==> src/rtl/seq_pkg.sv <==
// Shared definitions for the sequence-scan arbiter: controller and detector state encodings
// plus a constant clog2 helper. SEQ_ARB_RR_EN selects round-robin vs fixed-priority in the top.
package seq_pkg;

    typedef enum logic [3:0] {
        ST_IDLE = 4'b0001,
        ST_ARB  = 4'b0010,
        ST_SCAN = 4'b0100,
        ST_DONE = 4'b1000
    } ctrl_state_t;

    typedef enum logic [1:0] {
        D_IDLE = 2'd0,
        D_1    = 2'd1,
        D_11   = 2'd2,
        D_110  = 2'd3
    } det_state_t;

    // Smallest r with 2**r >= value; returns 0 for value <= 1.
    function automatic int clog2(input int value);
        int r;
        r = 0;
        for (int i = 0; i < 31; i++) begin
            if ((1 << i) < value) r = i + 1;
        end
        return r;
    endfunction

endpackage

==> src/rtl/seq_det_moore.sv <==
// Moore "110" detector with overlap. clr forces D_IDLE and wins over en;
// the state only advances on cycles where en is high.
module seq_det_moore
    import seq_pkg::*;
(
    input  logic clk,
    input  logic rst,
    input  logic clr,
    input  logic en,
    input  logic din,
    output logic dout
);

    det_state_t state_q, state_d;

    always_comb begin
        state_d = state_q;
        if (clr) begin
            state_d = D_IDLE;
        end else if (en) begin
            unique case (state_q)
                D_IDLE:  state_d = din ? D_1  : D_IDLE;
                D_1:     state_d = din ? D_11 : D_IDLE;
                D_11:    state_d = din ? D_11 : D_110;
                D_110:   state_d = din ? D_1  : D_IDLE;
                default: state_d = D_IDLE;
            endcase
        end
    end

    always_ff @(posedge clk or posedge rst) begin
        if (rst) state_q <= D_IDLE;
        else     state_q <= state_d;
    end

    assign dout = (state_q == D_110);

endmodule

==> src/rtl/seq_scan_arb.sv <==
// Shares one "110" detector among NREQ serial sources, one WIN-bit window per grant.
// Define SEQ_ARB_RR_EN for round-robin arbitration; otherwise the lowest requesting index wins.
module seq_scan_arb
    import seq_pkg::*;
#(
    parameter int NREQ = 4,
    parameter int WIN  = 16,
    localparam int IDW  = clog2(NREQ),
    localparam int CNTW = clog2(WIN + 1),
    localparam int BCW  = clog2(WIN)
) (
    input  logic            clk,
    input  logic            rst,
    input  logic [NREQ-1:0] req,
    input  logic [NREQ-1:0] seqin,
    output logic [NREQ-1:0] gnt,
    output logic            busy,
    output logic            dout,
    output logic [IDW-1:0]  hit_id,
    output logic [CNTW-1:0] hit_cnt,
    output logic            done,
    output logic            abort
);

    ctrl_state_t     state_q, state_d;
    logic [NREQ-1:0] gnt_q, gnt_d;
    logic            busy_q, busy_d;
    logic [IDW-1:0]  hit_id_q, hit_id_d;
    logic            done_q, done_d;
    logic            abort_q, abort_d;
    logic [BCW-1:0]  bit_cnt_q, bit_cnt_d;
    logic [CNTW-1:0] det_cnt_q, det_cnt_d;
    logic [IDW-1:0]  win_id;
    logic [IDW-1:0]  cand;
    logic            sample;
    logic            det_clr;

`ifdef SEQ_ARB_RR_EN
    logic [IDW-1:0]  ptr_q, ptr_d;

    // Walk downward so the candidate closest to ptr+1 is the last one written.
    always_comb begin
        win_id = '0;
        cand   = '0;
        for (int i = NREQ; i >= 1; i--) begin
            cand = IDW'((int'(ptr_q) + i) % NREQ);
            if (req[cand]) win_id = cand;
        end
    end
`else
    always_comb begin
        win_id = '0;
        cand   = '0;
        for (int i = NREQ - 1; i >= 0; i--) begin
            cand = IDW'(i);
            if (req[cand]) win_id = cand;
        end
    end
`endif

    always_comb begin
        state_d   = state_q;
        gnt_d     = gnt_q;
        busy_d    = busy_q;
        hit_id_d  = hit_id_q;
        done_d    = 1'b0;
        abort_d   = 1'b0;
        bit_cnt_d = bit_cnt_q;
        sample    = 1'b0;
        det_clr   = 1'b0;
`ifdef SEQ_ARB_RR_EN
        ptr_d     = ptr_q;
`endif
        unique case (state_q)
            ST_IDLE: begin
                if (|req) begin
                    state_d = ST_ARB;
                    busy_d  = 1'b1;
                end
            end
            ST_ARB: begin
                det_clr = 1'b1;
                if (|req) begin
                    state_d   = ST_SCAN;
                    hit_id_d  = win_id;
                    gnt_d     = NREQ'(1) << win_id;
                    bit_cnt_d = '0;
                end else begin
                    state_d = ST_IDLE;
                    busy_d  = 1'b0;
                end
            end
            ST_SCAN: begin
                if (!req[hit_id_q]) begin
                    state_d = ST_DONE;
                    gnt_d   = '0;
                    done_d  = 1'b1;
                    abort_d = 1'b1;
                end else begin
                    sample    = 1'b1;
                    bit_cnt_d = bit_cnt_q + BCW'(1);
                    if (bit_cnt_q == BCW'(WIN - 1)) begin
                        state_d = ST_DONE;
                        gnt_d   = '0;
                        done_d  = 1'b1;
                    end
                end
            end
            ST_DONE: begin
                // Detector keeps its last state through DONE, then starts clean.
                det_clr = 1'b1;
`ifdef SEQ_ARB_RR_EN
                ptr_d   = hit_id_q;
`endif
                if (|req) begin
                    state_d = ST_ARB;
                end else begin
                    state_d = ST_IDLE;
                    busy_d  = 1'b0;
                end
            end
            default: begin
                state_d = ST_IDLE;
                gnt_d   = '0;
                busy_d  = 1'b0;
            end
        endcase
    end

    // hit_cnt already includes a detection visible this cycle, so DONE shows the final total.
    always_comb begin
        hit_cnt = det_cnt_q;
        if (dout && busy_q && det_cnt_q != {CNTW{1'b1}})
            hit_cnt = det_cnt_q + CNTW'(1);
        det_cnt_d = (state_q == ST_ARB) ? '0 : hit_cnt;
    end

    always_ff @(posedge clk or posedge rst) begin
        if (rst) begin
            state_q   <= ST_IDLE;
            gnt_q     <= '0;
            busy_q    <= 1'b0;
            hit_id_q  <= '0;
            done_q    <= 1'b0;
            abort_q   <= 1'b0;
            bit_cnt_q <= '0;
            det_cnt_q <= '0;
`ifdef SEQ_ARB_RR_EN
            ptr_q     <= IDW'(NREQ - 1);
`endif
        end else begin
            state_q   <= state_d;
            gnt_q     <= gnt_d;
            busy_q    <= busy_d;
            hit_id_q  <= hit_id_d;
            done_q    <= done_d;
            abort_q   <= abort_d;
            bit_cnt_q <= bit_cnt_d;
            det_cnt_q <= det_cnt_d;
`ifdef SEQ_ARB_RR_EN
            ptr_q     <= ptr_d;
`endif
        end
    end

    seq_det_moore u_det (
        .clk  (clk),
        .rst  (rst),
        .clr  (det_clr),
        .en   (sample),
        .din  (seqin[hit_id_q]),
        .dout (dout)
    );

    assign gnt    = gnt_q;
    assign busy   = busy_q;
    assign hit_id = hit_id_q;
    assign done   = done_q;
    assign abort  = abort_q;

endmodule

==> config.mk <==
export PLATFORM = sky130hd
export DESIGN_NAME = seq_scan_arb
export DESIGN_NICKNAME = d
export VERILOG_FILES = /design/src/rtl/seq_pkg.sv /design/src/rtl/seq_det_moore.sv /design/src/rtl/seq_scan_arb.sv
export SDC_FILE = /design/constraint.sdc
export NUM_CORES = 1
export LEC_CHECK = 0
export CORE_MARGIN = 2
export CORE_UTILIZATION = 55
export DETAILED_ROUTE_END_ITERATION = 12
export PLACE_DENSITY = 0.85
export SLEW_MARGIN = 20
export SYNTH_ARGS = -nofsm -noshare
export SYNTH_HDL_FRONTEND = slang
export SYNTH_SLANG_ARGS = --single-unit
==> constraint.sdc <==
create_clock -name clk -period 3.25 [get_ports clk]
set_input_delay 0.325 -clock clk [delete_from_list [all_inputs] [get_ports clk]]
set_output_delay 0.325 -clock clk [all_outputs]
set_load 0.02 [all_outputs]
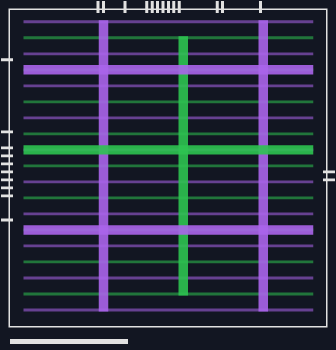
(images/power_grid.png)
Scale bar: 20 µm. Pins as bars on the die edge.
Key: VDD = green; VSS = purple
25 signal pins sit on the boundary. 3 straps on met4. The core has 18 rows.

==> flow_summary.json <==
{
  "status": "finished clean",
  "logic_family": "simple AND/OR/NAND/NOR gates",
  "diodes": 0,
  "cp.required_ns": 2.92,
  "cp_max_fo": 4,
  "comb_power_uw": 437,
  "dpl_worst_slack_ns": 0.744,
  "ys_types": 41,
  "buffers_excl_clock": 24,
  "rows": 18,
  "cts-root-buf": "clkbuf_4",
  "port_buffers": 24,
  "synthCells": 124,
  "period_used_pct": 88.4,
  "cpPeakStageDelay_ns": 0.62,
  "edf_count": 0,
  "multi_input_comb_cells": 87,
  "compound_area_share_pct": 12.0,
  "fin_nets": 164,
  "clkCellAreaFrac_pct": 2.21,
  "synth_area_leader_cell": "dfrtp_1",
  "dominant-cell-class": "multi-input combinational cells",
  "grt.total_usage_pct": 21.8,
  "holdBufCountCts": 0,
  "arrival_ns": 2.55,
  "fin_worst_skew_ns": 0.00300,
  "fp-utilization_pct": 56.3,
  "final-setup-viol-count": 0,
  "first_pass_iters": 4,
  "vdd_ir_drop_max_uv": 530,
  "viasPerCell": 5.90,
  "worst_setup_path_start_kind": "flip-flop",
  "finish.utilization_pct": 68.2,
  "cp_slowest_cell": "clkdlybuf4s50_1",
  "die_x_um": 53.7,
  "antenna_left": 0,
  "top_area_share_pct": 42.4,
  "p_seq_uw": 491,
  "grt_max_degree": 25,
  "async_flop_share_pct": 100,
  "reg2reg_depth": 3,
  "tritoncts": "done",
  "htreeDepth": 1,
  "ys_cells": 124,
  "hold_path.class": "primary input to async pin",
  "timing.critical_path.from": "det_cnt_q[0]",
  "cts_buffer_depth": 2,
  "synth_top_flop_cell": "dfrtp_1",
  "p_clk_share_pct": 14.4,
  "drc": 0,
  "powerDensity_mw_per_mm2": 660,
  "post_cts_buffers": 0,
  "syn2layout_area_growth_pct": 21.1,
  "grt-ovfl-total": 0,
  "crit_family": "simple AND/OR/NAND/NOR gates",
  "top_power_group": "sequential cells",
  "rsz0062_at_grt": "no",
  "post_drt_wl_per_cell_um": 15.5,
  "max_cap_viol_count": 0,
  "top_cell": "dfrtp_1",
  "yosysWarnings": 0,
  "nNonClkInverters": 8,
  "crit_path_end_kind": "output pin",
  "timing.fmax_mhz": 348,
  "drive_gt1_share_pct": 11.6,
  "seq_area_um2": 602,
  "comb_area_um2": 698,
  "top_cells_by_count": "23 x dfrtp_1, 8 x inv_1, 8 x nand3_1, 7 x nand2_1",
  "setup.worst_path.end": "hit_cnt[3]",
  "fill_cells": 193,
  "synth_flops": 24,
  "die_area_mm2": 0.00288,
  "nClkBuffers": 4,
  "gp_congestion": 0.743,
  "syn_nets": 140,
  "power.total_mw": 1.08,
  "pwr-share-comb_pct": 40.3,
  "grt_pass1_vias": 1028,
  "ys_seq_share_pct": 44.3,
  "yosys.area_share.xor_xnor_pct": 3.23,
  "syn_avg_cell_area_um2": 10.9,
  "internal-power_uw": 664,
  "clock_sinks": 24
}
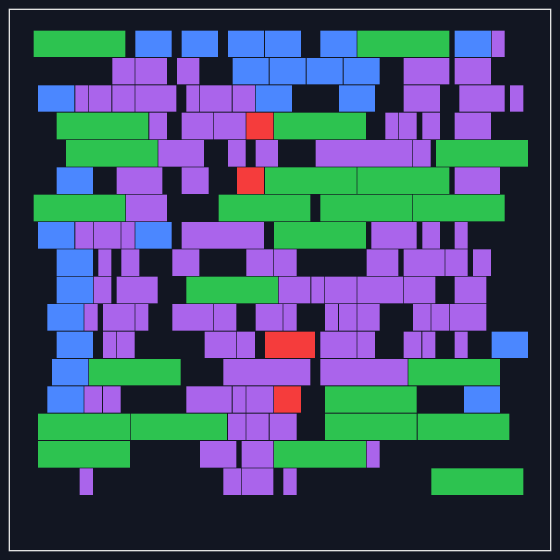
(images/placement_by_type.png)
Key: combinational and other logic = purple [cells 95]; clock drivers and dummy loads = red [cells 4]; other buffers and delay cells = blue [cells 24]; flops = green [cells 24]

[per-layer routing]
| metal | track usage, % | routed length [µm] | part of all wire (%) |
|---|---|---|---|
| met1 | 28.4 | 1250 | 46 |
| met4 | 7.69 | 24 | 0.88 |
| met2 | 37.2 | 1410 | 51 |
| met5 | 0 | 0 | 0 |
| met3 | 2.50 | 57 | 2.1 |
[through the flow]
stage / instance area (µm²) / hold WS [ns]
floorplan: 1360 / 0.339
global placement: 1610 / 0.492
detailed placement: 1610 / 0.522
CTS: 1640 / 0.510
global route: 1640 / 0.562
finish: 1640 / 0.489
[flip-flops by register name, summed over array words and instances, names as in the netlist]
name,cells
det_cnt_q,5
busy,1
gnt,4
u_det.state_q,2
done,1
abort,1
state_q,4
hit_id,2
bit_cnt_q,4
No activity file was given, so power comes from the tool's default toggle rates.
